Run 1, M1 wires:
Supply wires on this layer in grey.
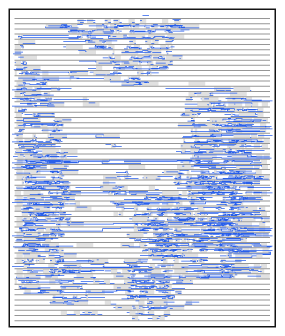
Run 1, clock distribution:
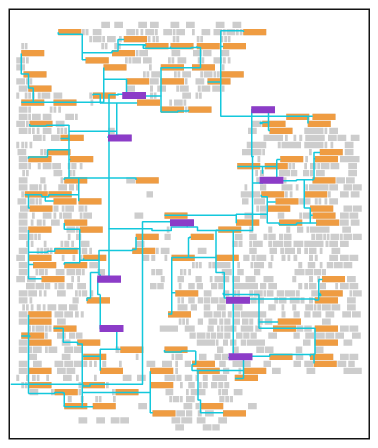
Run 1, cell sizes after repair:
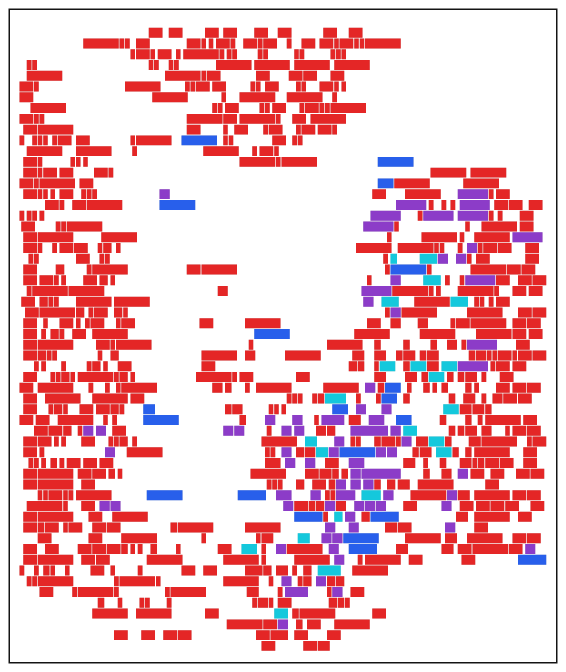
--- src/rtl/mem_pkg.sv ---
// Shared types and constants for the memory-access stage.
// Latency: n/a (declarations only).
// Backpressure: n/a.
// Contents: size encodings, FSM state enum, byte-enable constants, alignment helpers.
package mem_pkg;

    localparam logic [1:0] MEM_BYTE = 2'b00;
    localparam logic [1:0] MEM_HALF = 2'b01;
    localparam logic [1:0] MEM_WORD = 2'b10;   // 2'b11 is also handled as a word

    localparam logic [3:0] BE_BYTE    = 4'b0001;  // shifted left by the byte offset
    localparam logic [3:0] BE_HALF_LO = 4'b0011;
    localparam logic [3:0] BE_HALF_HI = 4'b1100;
    localparam logic [3:0] BE_WORD    = 4'b1111;

    typedef enum logic [1:0] {
        ST_IDLE = 2'd0,
        ST_WAIT = 2'd1,
        ST_DONE = 2'd2
    } mem_state_e;

    // Half with odd address, or word with any nonzero low bits.
    function automatic logic is_misaligned(input logic [1:0] size, input logic [1:0] lo);
        if (size == MEM_BYTE) return 1'b0;
        if (size == MEM_HALF) return lo[0];
        return lo != 2'b00;
    endfunction

    // Force the low address bits onto the natural boundary of the access size.
    function automatic logic [1:0] align_lo(input logic [1:0] size, input logic [1:0] lo);
        if (size == MEM_BYTE) return lo;
        if (size == MEM_HALF) return {lo[1], 1'b0};
        return 2'b00;
    endfunction

endpackage

--- src/rtl/mem_access_stage_if.sv ---
// Data-memory bus between the memory stage (master) and data memory (slave).
// Latency: n/a (wires only).
// Backpressure: req is held until a single-cycle ack pulse completes the transfer.
// Signals: dmem_req/we/addr/wdata/be from master; dmem_rdata/ack from slave.
interface mem_access_stage_if #(
    parameter int ADDR_W = 32
);
    logic              dmem_req;
    logic              dmem_we;
    logic [ADDR_W-1:0] dmem_addr;
    logic [31:0]       dmem_wdata;
    logic [3:0]        dmem_be;
    logic [31:0]       dmem_rdata;
    logic              dmem_ack;

    modport master (
        output dmem_req, dmem_we, dmem_addr, dmem_wdata, dmem_be,
        input  dmem_rdata, dmem_ack
    );

    modport slave (
        input  dmem_req, dmem_we, dmem_addr, dmem_wdata, dmem_be,
        output dmem_rdata, dmem_ack
    );
endinterface

--- src/rtl/mem_lane_align.sv ---
// Byte-lane steering: store replication, byte enables, load extraction and extension.
// Latency: combinational.
// Backpressure: none.
// Ports: size/is_unsigned/addr_lo select the lanes; wd -> wdata/be; rdata -> rdata_ext.
module mem_lane_align
    import mem_pkg::*;
(
    input  logic [1:0]  size,
    input  logic        is_unsigned,
    input  logic [1:0]  addr_lo,
    input  logic [31:0] wd,
    input  logic [31:0] rdata,
    output logic [31:0] wdata,
    output logic [3:0]  be,
    output logic [31:0] rdata_ext
);

    logic [7:0]  rbyte;
    logic [15:0] rhalf;

    always_comb begin
        rbyte     = rdata[{addr_lo, 3'b000} +: 8];
        rhalf     = rdata[{addr_lo[1], 4'b0000} +: 16];
        wdata     = wd;
        be        = BE_WORD;
        rdata_ext = rdata;
        case (size)
            MEM_BYTE: begin
                wdata     = {4{wd[7:0]}};
                be        = BE_BYTE << addr_lo;
                rdata_ext = is_unsigned ? {24'b0, rbyte} : {{24{rbyte[7]}}, rbyte};
            end
            MEM_HALF: begin
                wdata     = {2{wd[15:0]}};
                be        = addr_lo[1] ? BE_HALF_HI : BE_HALF_LO;
                rdata_ext = is_unsigned ? {16'b0, rhalf} : {{16{rhalf[15]}}, rhalf};
            end
            default: begin
                wdata     = wd;
                be        = BE_WORD;
                rdata_ext = rdata;
            end
        endcase
    end

endmodule

--- src/rtl/mem_access_stage.sv ---
// Pipeline memory stage: turns an EX/MEM load/store into one req/ack bus transfer.
// Latency: 3 cycles minimum (IDLE, WAIT, DONE); stall_m high in IDLE-with-op and all WAIT cycles.
// Backpressure: waits for dmem_ack indefinitely unless TIMEOUT_CYCLES != 0, then ends with bus_err_m.
// Ports: clk, rst_n; pipeline side mem_*_m / alu_result_m / write_data_m in,
//        read_data_m / stall_m / bus_err_m / misalign_m out; dmem bus via mem_access_stage_if.master.
// Build option MEM_MISALIGN_TRAP_EN: misaligned half/word accesses skip the bus and report misalign_m;
// otherwise the low address bits are silently aligned and misalign_m stays 0.
module mem_access_stage
    import mem_pkg::*;
#(
    parameter int TIMEOUT_CYCLES = 16,
    parameter int ADDR_W         = 32
) (
    input  logic              clk,
    input  logic              rst_n,
    input  logic              mem_read_m,
    input  logic              mem_write_m,
    input  logic [1:0]        mem_size_m,
    input  logic              mem_unsigned_m,
    input  logic [ADDR_W-1:0] alu_result_m,
    input  logic [31:0]       write_data_m,
    output logic [31:0]       read_data_m,
    output logic              stall_m,
    output logic              bus_err_m,
    output logic              misalign_m,
    mem_access_stage_if.master dmem
);

    localparam int CNT_W = (TIMEOUT_CYCLES > 1) ? $clog2(TIMEOUT_CYCLES) : 1;

    mem_state_e        state_q, state_d;
    logic [CNT_W-1:0]  cnt_q;
    logic [1:0]        size_q;
    logic              uns_q;
    logic [1:0]        lo_q;

    logic              req_q, we_q;
    logic [ADDR_W-1:0] addr_q;
    logic [31:0]       wdata_q;
    logic [3:0]        be_q;
    logic [31:0]       rd_q;
    logic              err_q, mis_q;

    logic              op, trap, timeout_hit;
    logic [1:0]        lane_size, lane_lo;
    logic              lane_uns;
    logic [31:0]       lane_wdata, lane_rdata;
    logic [3:0]        lane_be;

    assign op = mem_read_m | mem_write_m;

`ifdef MEM_MISALIGN_TRAP_EN
    assign trap = is_misaligned(mem_size_m, alu_result_m[1:0]);
`else
    assign trap = 1'b0;
`endif

    assign timeout_hit = (TIMEOUT_CYCLES != 0) && (cnt_q == CNT_W'(TIMEOUT_CYCLES - 1));

    // In IDLE the lanes are computed from the live request (store data, byte enables);
    // in WAIT from the latched request, so the load is extracted with the issuing op's size.
    always_comb begin
        if (state_q == ST_IDLE) begin
            lane_size = mem_size_m;
            lane_uns  = mem_unsigned_m;
            lane_lo   = align_lo(mem_size_m, alu_result_m[1:0]);
        end else begin
            lane_size = size_q;
            lane_uns  = uns_q;
            lane_lo   = lo_q;
        end
    end

    mem_lane_align u_lane (
        .size        (lane_size),
        .is_unsigned (lane_uns),
        .addr_lo     (lane_lo),
        .wd          (write_data_m),
        .rdata       (dmem.dmem_rdata),
        .wdata       (lane_wdata),
        .be          (lane_be),
        .rdata_ext   (lane_rdata)
    );

    always_ff @(posedge clk or negedge rst_n) begin
        if (!rst_n) state_q <= ST_IDLE;
        else        state_q <= state_d;
    end

    always_comb begin
        state_d = state_q;
        stall_m = 1'b0;
        case (state_q)
            ST_IDLE: begin
                if (op) begin
                    stall_m = 1'b1;
                    state_d = trap ? ST_DONE : ST_WAIT;
                end
            end
            ST_WAIT: begin
                stall_m = 1'b1;
                if (dmem.dmem_ack || timeout_hit) state_d = ST_DONE;
            end
            // The op is still presented during DONE; going straight to IDLE keeps it from reissuing.
            ST_DONE: state_d = ST_IDLE;
            default: state_d = ST_IDLE;
        endcase
    end

    always_ff @(posedge clk or negedge rst_n) begin
        if (!rst_n) begin
            cnt_q   <= '0;
            size_q  <= MEM_BYTE;
            uns_q   <= 1'b0;
            lo_q    <= 2'b00;
            req_q   <= 1'b0;
            we_q    <= 1'b0;
            addr_q  <= '0;
            wdata_q <= '0;
            be_q    <= '0;
            rd_q    <= '0;
            err_q   <= 1'b0;
            mis_q   <= 1'b0;
        end else begin
            case (state_q)
                ST_IDLE: begin
                    if (op) begin
                        if (trap) begin
                            mis_q <= 1'b1;
                            rd_q  <= '0;
                        end else begin
                            req_q   <= 1'b1;
                            we_q    <= ~mem_read_m;   // load wins if both are asserted
                            addr_q  <= {alu_result_m[ADDR_W-1:2], 2'b00};
                            wdata_q <= lane_wdata;
                            be_q    <= lane_be;
                            size_q  <= mem_size_m;
                            uns_q   <= mem_unsigned_m;
                            lo_q    <= lane_lo;
                            cnt_q   <= '0;
                        end
                    end
                end
                ST_WAIT: begin
                    // Ack takes priority over a timeout landing on the same cycle.
                    if (dmem.dmem_ack) begin
                        req_q <= 1'b0;
                        rd_q  <= we_q ? 32'b0 : lane_rdata;
                    end else if (timeout_hit) begin
                        req_q <= 1'b0;
                        err_q <= 1'b1;
                        rd_q  <= '0;
                    end else begin
                        cnt_q <= cnt_q + 1'b1;
                    end
                end
                ST_DONE: begin
                    err_q <= 1'b0;
                    mis_q <= 1'b0;
                end
                default: ;
            endcase
        end
    end

    assign dmem.dmem_req   = req_q;
    assign dmem.dmem_we    = we_q;
    assign dmem.dmem_addr  = addr_q;
    assign dmem.dmem_wdata = wdata_q;
    assign dmem.dmem_be    = be_q;
    assign read_data_m     = rd_q;
    assign bus_err_m       = err_q;
    assign misalign_m      = mis_q;

endmodule

--- src/flat_wrapper.sv ---
// flat-port wrapper written by rule: the top's interface ports become plain ports
module mem_access_stage_flat import mem_pkg::*;
#(
    parameter int TIMEOUT_CYCLES = 16,
    parameter int ADDR_W         = 32
)
  (clk, rst_n, mem_read_m, mem_write_m, mem_size_m, mem_unsigned_m, alu_result_m, write_data_m, read_data_m, stall_m, bus_err_m, misalign_m, dmem_dmem_req, dmem_dmem_we, dmem_dmem_addr, dmem_dmem_wdata, dmem_dmem_be, dmem_dmem_rdata, dmem_dmem_ack);
  mem_access_stage_if #(.ADDR_W(ADDR_W)) dmem_i ();
  input  logic clk;
  input  logic rst_n;
  input  logic mem_read_m;
  input  logic mem_write_m;
  input  logic [1:0] mem_size_m;
  input  logic mem_unsigned_m;
  input  logic [ADDR_W-1:0] alu_result_m;
  input  logic [31:0] write_data_m;
  output logic [31:0] read_data_m;
  output logic stall_m;
  output logic bus_err_m;
  output logic misalign_m;
  output wire logic [$bits(dmem_i.dmem_req)-1:0] dmem_dmem_req;
  output wire logic [$bits(dmem_i.dmem_we)-1:0] dmem_dmem_we;
  output wire logic [$bits(dmem_i.dmem_addr)-1:0] dmem_dmem_addr;
  output wire logic [$bits(dmem_i.dmem_wdata)-1:0] dmem_dmem_wdata;
  output wire logic [$bits(dmem_i.dmem_be)-1:0] dmem_dmem_be;
  input wire logic [$bits(dmem_i.dmem_rdata)-1:0] dmem_dmem_rdata;
  input wire logic [$bits(dmem_i.dmem_ack)-1:0] dmem_dmem_ack;
  assign dmem_dmem_req = dmem_i.dmem_req;
  assign dmem_dmem_we = dmem_i.dmem_we;
  assign dmem_dmem_addr = dmem_i.dmem_addr;
  assign dmem_dmem_wdata = dmem_i.dmem_wdata;
  assign dmem_dmem_be = dmem_i.dmem_be;
  assign dmem_i.dmem_rdata = dmem_dmem_rdata;
  assign dmem_i.dmem_ack = dmem_dmem_ack;
  mem_access_stage #(.TIMEOUT_CYCLES(TIMEOUT_CYCLES), .ADDR_W(ADDR_W)) u_core (.clk(clk), .rst_n(rst_n), .mem_read_m(mem_read_m), .mem_write_m(mem_write_m), .mem_size_m(mem_size_m), .mem_unsigned_m(mem_unsigned_m), .alu_result_m(alu_result_m), .write_data_m(write_data_m), .read_data_m(read_data_m), .stall_m(stall_m), .bus_err_m(bus_err_m), .misalign_m(misalign_m), .dmem(dmem_i));
endmodule
--- config.mk ---
export PLATFORM = sky130hd
export DESIGN_NAME = mem_access_stage_flat
export DESIGN_NICKNAME = d
export VERILOG_FILES = /design/src/rtl/mem_pkg.sv /design/src/rtl/mem_access_stage_if.sv /design/src/rtl/mem_lane_align.sv /design/src/rtl/mem_access_stage.sv /design/src/flat_wrapper.sv
export SDC_FILE = /design/constraint.sdc
export NUM_CORES = 1
export LEC_CHECK = 0
export CORE_ASPECT_RATIO = 1.2
export CORE_MARGIN = 2
export CORE_UTILIZATION = 25
export DETAILED_ROUTE_END_ITERATION = 12
export PLACE_DENSITY = 0.65
export SLEW_MARGIN = 20
export SYNTH_ARGS = -nofsm -noshare
export SYNTH_HDL_FRONTEND = slang
export SYNTH_SLANG_ARGS = --single-unit
--- constraint.sdc ---
create_clock -name clk -period 2.2 [get_ports clk]
set_input_delay 0.44 -clock clk [delete_from_list [all_inputs] [get_ports clk]]
set_output_delay 0.44 -clock clk [all_outputs]
set_load 0.01 [all_outputs]
==> flow_summary.yaml, run 1 <==
# synthesis and place-and-route metrics
placement:
  dp_cells: 1091
  gp_congestion: 0.868
  dp_hpwl_microns: 13800
cells_and_area:
  lay_top_count: "clkdlybuf4s50_1"
  layout-drive-gt1-share_pct: 14.3
  fillers: 2075
  synthToLayoutAreaGrowth_pct: 60.0
  post-route-util_pct: 41.0
yosys:
  ff_type: "dfrtp_1"
  ys_ff: 112
  synth_top_area_share_pct: 52.0
  syn_inst: 596
  ys_cells: 596
final_timing:
  whs_ns: 0.159
  rsz0062_at_grt: "yes"
  max_slew_margin_pct: 56.4
  layout_setup_ws_ns: -0.0497
  finalSetupViolCount: 16
global_routing:
  grt-ovfl-total: 0
  antenna_found_initial: 1
  grt_pass1_vias: 5561
die:
  fp_util_pct: 25.6
  ios: 209
  row_count: 58
  core_area_sq_um: 21000
  die_h_microns: 165
flow_run:
  maxCapViolCount: 0
status:
  violations: "negative setup slack"
  status: "finished, violations left"
setup_path:
  r2r_end: "u_core.read_data_m[28]"
  timing.rr.start: "u_core.state_q[1]"
route:
  wire_per_inst_microns: 17.3
  drc: 0
  drt-initial-drc-count: 242
  ant_nets: 0
clock_network:
  clkSinkCount: 112
-- 'M1 wires' (at the start) --
longest straight run: 47.4 microns
wire length on this layer: 7760 microns
main direction: horizontal

-- 'clock distribution' (at the start) --
legend:
  clock drivers:
    colour: purple
    count: 9
  flip-flops:
    colour: orange
    count: 112
  clock wires:
    colour: cyan
    length: 1670 microns
routed clock nets: 10
flops lie: widely spread

-- 'cell sizes after repair' (at the start) --
legend:
  _6 and larger:
    colour: blue
    cells: 20
    share: 2.4%
    most_used: clkbuf_16
  _2 cells:
    colour: cyan
    cells: 22
    share: 2.6%
    most_used: mux2_2
  _0 and _1 cells:
    colour: red
    cells: 717
    share: 86%
    most_used: clkdlybuf4s50_1
  _3 and _4 cells:
    colour: purple
    cells: 78
    share: 9.3%
    most_used: buf_4

==> run 1: stage by stage <==
step	power (mW)	instance area, sq um	setup TNS [ns]
after detailed placement	9.82	8170	-14.20
after CTS	11.8	8590	-0.315
final	11.7	8630	-0.552
after global routing	12.5	8630	-1.77
after floorplan	6.50	5420	-0.209
after global placement	9.75	8170	-12.97
==> run 1: worst max-delay path by stage <==
| stage | start | end |
|---|---|---|
| 3_3_place_gp | mem_size_m[1] | u_core.read_data_m[11] |
| 5_1_grt | u_core.state_q[1] | u_core.read_data_m[28] |
| 6_report | u_core.state_q[1] | u_core.read_data_m[28] |
| 4_1_cts | u_core.state_q[1] | u_core.read_data_m[27] |
| 3_5_place_dp | mem_size_m[1] | u_core.read_data_m[18] |
| 2_1_floorplan | mem_size_m[1] | u_core.read_data_m[21] |
==> run 1: cell usage after synthesis, types with 9 or more instances <==
master    instances
o21ai_0          27
a31oi_1          18
dfrtp_1         112
nor2_1           49
a21oi_1          19
nand2_1         192
o31ai_2           9
inv_1            13
a22o_1            9
o31ai_1           9
clkbuf_1         28
==> run 1: sequential cells by signal, indices dropped and copies added (netlist names), 2 cells and up <==
name,flops
u_core.dmem.dmem_wdata,32
u_core.read_data_m,32
u_core.dmem.dmem_addr,30
u_core.cnt_q,4
u_core.dmem.dmem_be,4
u_core.lo_q,2
u_core.size_q,2
u_core.state_q,2
==> run 1: cell type report <==
class                   count  area [sq um]  share of cell area (%)
flip-flops and latches    112          2800                    32.5
repair buffers            268          2600                    30.1
multi-input cells         429          2560                    29.7
well taps                 270           338                    3.92
clock buffers               9           225                    2.61
clock inverters             6          51.3                   0.595
inverters                  13          48.8                   0.566
diodes                      1          2.50                  0.0290
==> run 1: metal layers <==
layer	vias to the layer above	GRT usage (%)	wire length (microns)
li1	2529	-	-
met1	2554	19.8	7760
met2	246	28.2	8930
met3	36	5.10	1710
met4	0	8.95	774
met5	-	0	0
==> run 1: critical path, cell delays in order (launching register included) <==
cell and delay, ns:
dfrtp_1 0.44, or4b_4 0.59, and3_4 0.19, a211o_1 0.29
a311oi_4 0.27, buf_6 0.25, o31ai_4 0.07
==> run 1: cells by family (layout without fill, tap and decap cells) <==
logic type,count (synthesis),after routing,synth area share (%)
and+or+nand+nor,261,261,19.2
AOI/OAI and AO/OA,151,151,21.4
DFF,112,112,52.0
buffers and inverters,57,296,4.48
muxes,11,11,2.32
xor gates and xnor gates,2,2,0.325
adders and majority gates,1,1,0.232
other,1,4,0.0695
==> run 1: report_power, final <==
group | switching (mW) | internal (mW)
registers | 0.548 | 2.97
logic | 3.28 | 3.24
clock network | 0.835 | 0.783
==> run 1: repair_timing <==
action / CTS / global route
setup endpoints to repair: 25 / 28
pin swaps: 11 / 6
hold endpoints to repair: 0 / 0
gates cloned: 1 / 0
setup buffers: 2 / 0
resized: 21 / 13
==> run 1 -> run 2 <==
HOLD_SLACK_MARGIN = 0.06   (was not set)
Run 2, clock distribution:
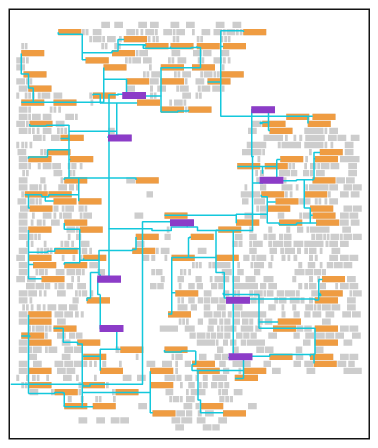
skew final: 0.0108 ns
Worst-Skew Late Latency: 0.36 ns
clock network power share: 13.9%
P_clk: 1.62 mW

Run 2, cell sizes after repair:
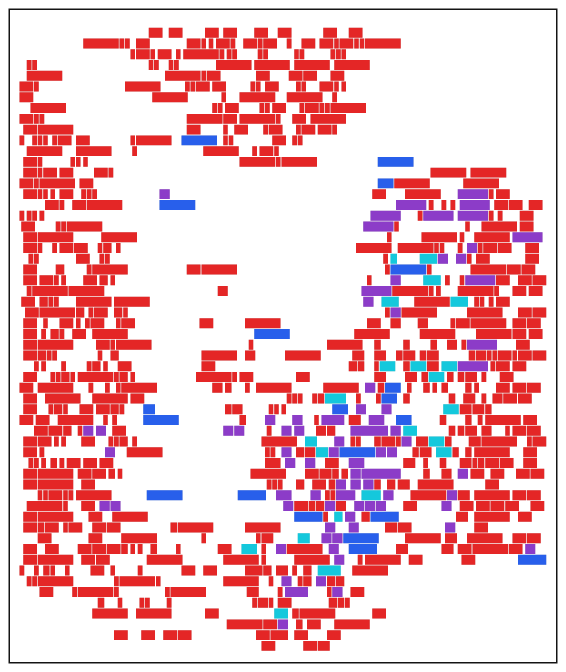
legend:
  _2 cells:
    colour: cyan
    cells: 22
    share: 2.6%
    most_used: mux2_2
  _0 and _1 cells:
    colour: red
    cells: 717
    share: 86%
    most_used: clkdlybuf4s50_1
  _6 and larger:
    colour: blue
    cells: 20
    share: 2.4%
    most_used: clkbuf_16
  _3 and _4 cells:
    colour: purple
    cells: 78
    share: 9.3%
    most_used: buf_4

Run 2, M1 wires:
Supply wires on this layer in grey.
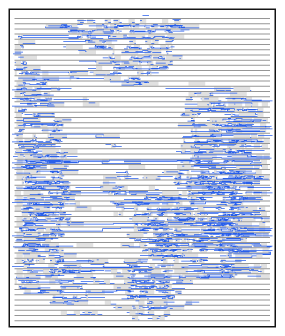
wire length on this layer: 7760 microns
longest straight run: 47.4 microns
share of all routed wire: 40%

==> flow_summary.yaml, run 2 <==
# synthesis and place-and-route metrics
final_timing:
  setup_tns_ns: -0.552
  max_slew_margin_pct: 56.4
  finalSetupViolCount: 16
  layout_setup_ws_ns: -0.0497
  rsz0062_at_grt: "yes"
global_routing:
  use_met3_pct: 5.10
  grt-busiest-layer: "met2"
  antenna_found_initial: 1
  grt-ovfl-total: 0
  grt_use_met2_pct: 28.2
  grtUsageMet1_pct: 19.8
placement:
  gp_congestion: 0.868
  dp_hpwl_microns: 13800
route:
  drc: 0
  drt-initial-drc-count: 242
  ant_nets: 0
  wire_per_inst_microns: 17.3
die:
  fp_util_pct: 25.6
  ios: 209
  row_count: 58
  die_h_microns: 165
  core_area_sq_um: 21000
status:
  violations: "negative setup slack"
  status: "finished, violations left"
cells_and_area:
  synthToLayoutAreaGrowth_pct: 60.0
  flop_area_sq_um: 2800
  layout-drive-gt1-share_pct: 14.3
  fillers: 2075
  lay_top_count: "clkdlybuf4s50_1"
  post-route-util_pct: 41.0
yosys:
  synth_top_area_share_pct: 52.0
  syn_inst: 596
  ys_ff: 112
setup_path:
  r2r_end: "u_core.read_data_m[28]"
## run 2: how the worst max path moves through the flow
stage / start / slack [ns] / endpoint
3_3_place_gp: mem_size_m[1] / -0.46 / u_core.read_data_m[11]
5_1_grt: u_core.state_q[1] / -0.11 / u_core.read_data_m[28]
3_5_place_dp: mem_size_m[1] / -0.50 / u_core.read_data_m[18]
4_1_cts: u_core.state_q[1] / -0.03 / u_core.read_data_m[27]
6_report: u_core.state_q[1] / -0.05 / u_core.read_data_m[28]
2_1_floorplan: mem_size_m[1] / -0.03 / u_core.read_data_m[21]
## run 2: through the flow
step	cell area, sq um	std cells	setup WS, ns
floorplan	5420	598	-0.0277
global placement	8170	1091	-0.458
detailed placement	8170	1091	-0.503
CTS	8590	1109	-0.0313
global route	8630	1108	-0.107
finish	8630	1108	-0.0497
## run 2: area by class of cell
class	instances	share of cell area (%)
flip-flops and latches	112	32.5
repair buffers	268	30.1
multi-input cells	429	29.7
well taps	270	3.92
clock buffers	9	2.61
clock inverters	6	0.595
inverters	13	0.566
diodes	1	0.0290
## run 2: cell families after synthesis
| family | count (synthesis) | share of synthesized area (%) |
|---|---|---|
| muxes | 11 | 2.32 |
| other | 1 | 0.0695 |
| and+or+nand+nor | 261 | 19.2 |
| xor gates and xnor gates | 2 | 0.325 |
| DFF | 112 | 52.0 |
| buffers and inverters | 57 | 4.48 |
| AOI/OAI and AO/OA | 151 | 21.4 |
| adders and majority gates | 1 | 0.232 |
## run 2: critical path, stage by stage (launching register included)
cell      delay (ns)
dfrtp_1         0.44
or4b_4          0.59
and3_4          0.19
a211o_1         0.29
a311oi_4        0.27
buf_6           0.25
o31ai_4         0.07
## run 2: metal layers
layer,vias to the layer above,part of all wire [%]
met4,0,4.0
met2,246,47
met1,2554,40
met5,-,0
met3,36,8.9
li1,2529,-
## run 2: what timing repair did
action                                  CTS  global route
resized                                  21            13
pin swaps                                11             6
setup buffers                             2             0
endpoints found under the setup margin   25            28
cloned                                    1             0
## run 2: power breakdown
part | switching (mW) | internal, mW
Sequential | 0.548 | 2.97
Combinational | 3.28 | 3.24
Clock | 0.835 | 0.783
Total | 4.66 | 7.00
Run 2, clock nets:
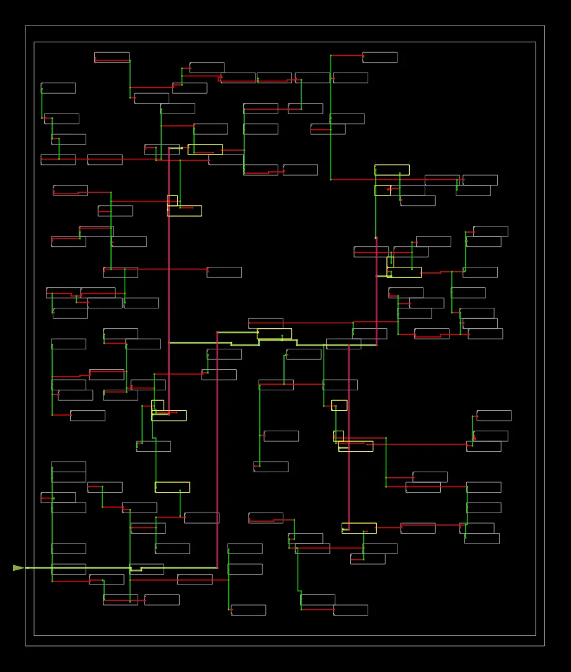

==> run 2 -> run 3 <==
TNS_END_PERCENT = 30   (was not set)
Run 3, clock nets:
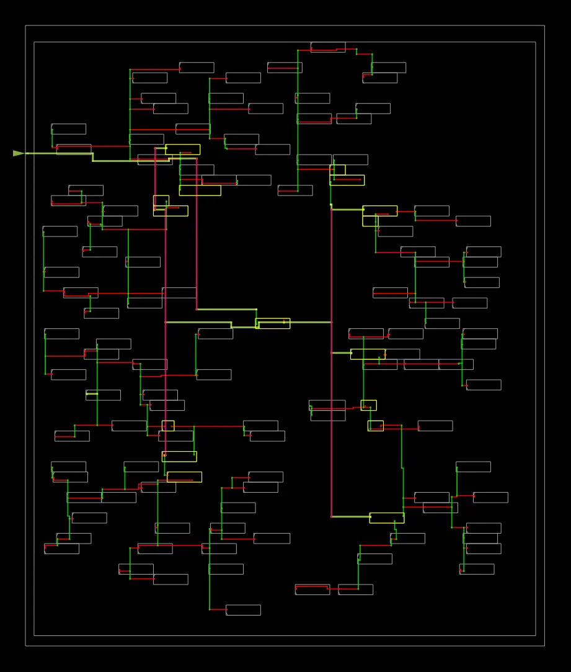
number of buffers created by CTS: 9
flop count: 112
# clk buffers: 9

Run 3, cell sizes after repair:
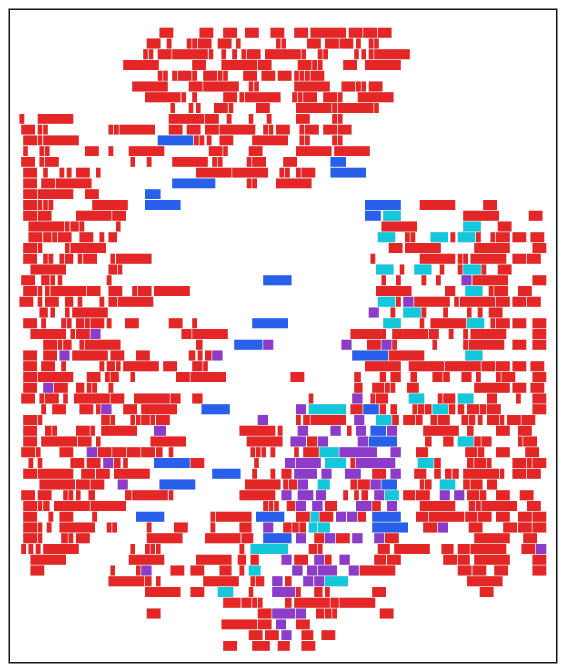
legend:
  _3 and _4 cells:
    colour: purple
    cells: 72
    share: 8.5%
    most_used: buf_4
  _0 and _1 cells:
    colour: red
    cells: 715
    share: 85%
    most_used: clkdlybuf4s50_1
  _2 cells:
    colour: cyan
    cells: 33
    share: 3.9%
    most_used: o31ai_2
  _6 and larger:
    colour: blue
    cells: 25
    share: 3.0%

Run 3, M1 wires:
Supply wires on this layer in grey.
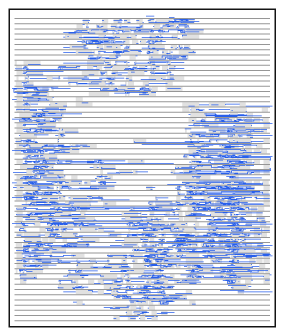
WL final: 18800 microns
routed via count: 5310
grt met1 use: 20.0%

==> flow_summary.yaml, run 3 <==
# synthesis and place-and-route metrics
yosys:
  synth_top_area_share_pct: 52.0
  syn_inst: 596
  most_common_cell: "nand2_1"
  ff_type: "dfrtp_1"
die:
  ios: 209
  die_h_microns: 165
  core_area_sq_um: 21000
  row_count: 58
cells_and_area:
  synthToLayoutAreaGrowth_pct: 61.0
  layout-drive-gt1-share_pct: 15.4
  lay_top_count: "clkdlybuf4s50_1"
final_timing:
  setup_tns_ns: 0
  finalSetupViolCount: 0
  skew_ns: 0.0131
flow_run:
  maxCapViolCount: 0
route:
  wire_per_inst_microns: 16.8
  drc: 0
  drt-initial-drc-count: 421
  ant_nets: 0
placement:
  dp_hpwl_microns: 14000
  dp_cells: 1097
power:
  p_int_mw: 7.21
clock_network:
  clock_latency_ns: 0.36
  clkSinkCount: 112
global_routing:
  grt_pass1_vias: 5433
  antenna_found_initial: 1
  grt-ovfl-total: 0
status:
  status: "complete, no violations"
setup_path:
  startpoint: "u_core.state_q[1]"
==> run 3: cell counts after synthesis <==
No cell type changed its count.
==> run 3: worst max-delay path by stage <==
stage,cells after the start,to
6_report,6,u_core.read_data_m[31]
5_1_grt,6,u_core.read_data_m[17]
4_1_cts,7,u_core.read_data_m[6]
3_5_place_dp,6,u_core.read_data_m[15]
3_3_place_gp,6,u_core.read_data_m[11]
2_1_floorplan,7,u_core.read_data_m[10]
==> run 3: layer usage <==
metal,vias up,wire [microns],global-route usage [%]
met2,238,8900,26.6
met3,31,1690,5.33
met1,2503,7620,20.0
met4,0,581,7.84
met5,-,0,0
li1,2538,-,-
==> run 3: worst max-delay path, cell delays in order, from the launching register on <==
cell	delay [ns]
dfrtp_2	0.45
or4b_4	0.59
a21bo_1	0.22
a2111oi_4	0.33
a311oi_4	0.09
buf_12	0.18
o31ai_2	0.23
==> run 3: timing repair <==
item	CTS	global route
hold endpoints to repair	25	0
buffers inserted	0	1
setup endpoints to repair	26	33
hold buffers	1	0
gates resized	12	12
pin swaps	2	8
==> run 3: cell families (layout without fill, tap and decap cells) <==
| family | count (synthesis) | count (layout) | share of synthesized area [%] |
|---|---|---|---|
| AND/OR/NAND/NOR | 261 | 261 | 19.2 |
| AND-OR/OR-AND | 151 | 151 | 21.4 |
| XOR/XNOR | 2 | 2 | 0.325 |
| other | 1 | 4 | 0.0695 |
| multiplexers | 11 | 11 | 2.32 |
| flip-flops | 112 | 112 | 52.0 |
| adder cells (fa/ha/maj) | 1 | 1 | 0.232 |
| buffers and inverters | 57 | 304 | 4.48 |
==> run 3: stage by stage <==
step | instance area, sq um | power [mW] | utilization [%] | worst slack [ns] | hold WS [ns]
final | 8680 | 11.8 | 41.3 | 0.00560 | 0.475
after global routing | 8680 | 12.7 | 41.3 | -0.0625 | 0.500
after CTS | 8610 | 11.9 | 40.9 | -0.00153 | 0.480
after detailed placement | 8250 | 9.97 | 39.2 | -0.502 | 0.409
after global placement | 8250 | 9.90 | 39.2 | -0.485 | 0.403
after floorplan | 5420 | 6.49 | - | -0.0432 | 0.144
==> run 3: final cells by class <==
type / instances / area (sq um)
Clock buffer: 9 / 225
Tap cell: 270 / 338
Fill cell: 2099 / 12400
Multi-Input combinational cell: 429 / 2480
Sequential cell: 112 / 2810
Inverter: 13 / 48.8
Antenna cell: 1 / 2.50
Clock inverter: 7 / 95.1
Timing Repair Buffer: 275 / 2690
==> run 3: power groups by stage <==
stage,combinational [mW],clock (mW),sequential (mW)
after floorplan,2.59,0,3.89
after global placement,6.34,0,3.56
after detailed placement,6.40,0,3.57
after CTS,6.45,1.85,3.55
after global routing,7.05,1.93,3.68
final,6.46,1.80,3.55
No activity file was given, so power comes from the tool's default toggle rates.
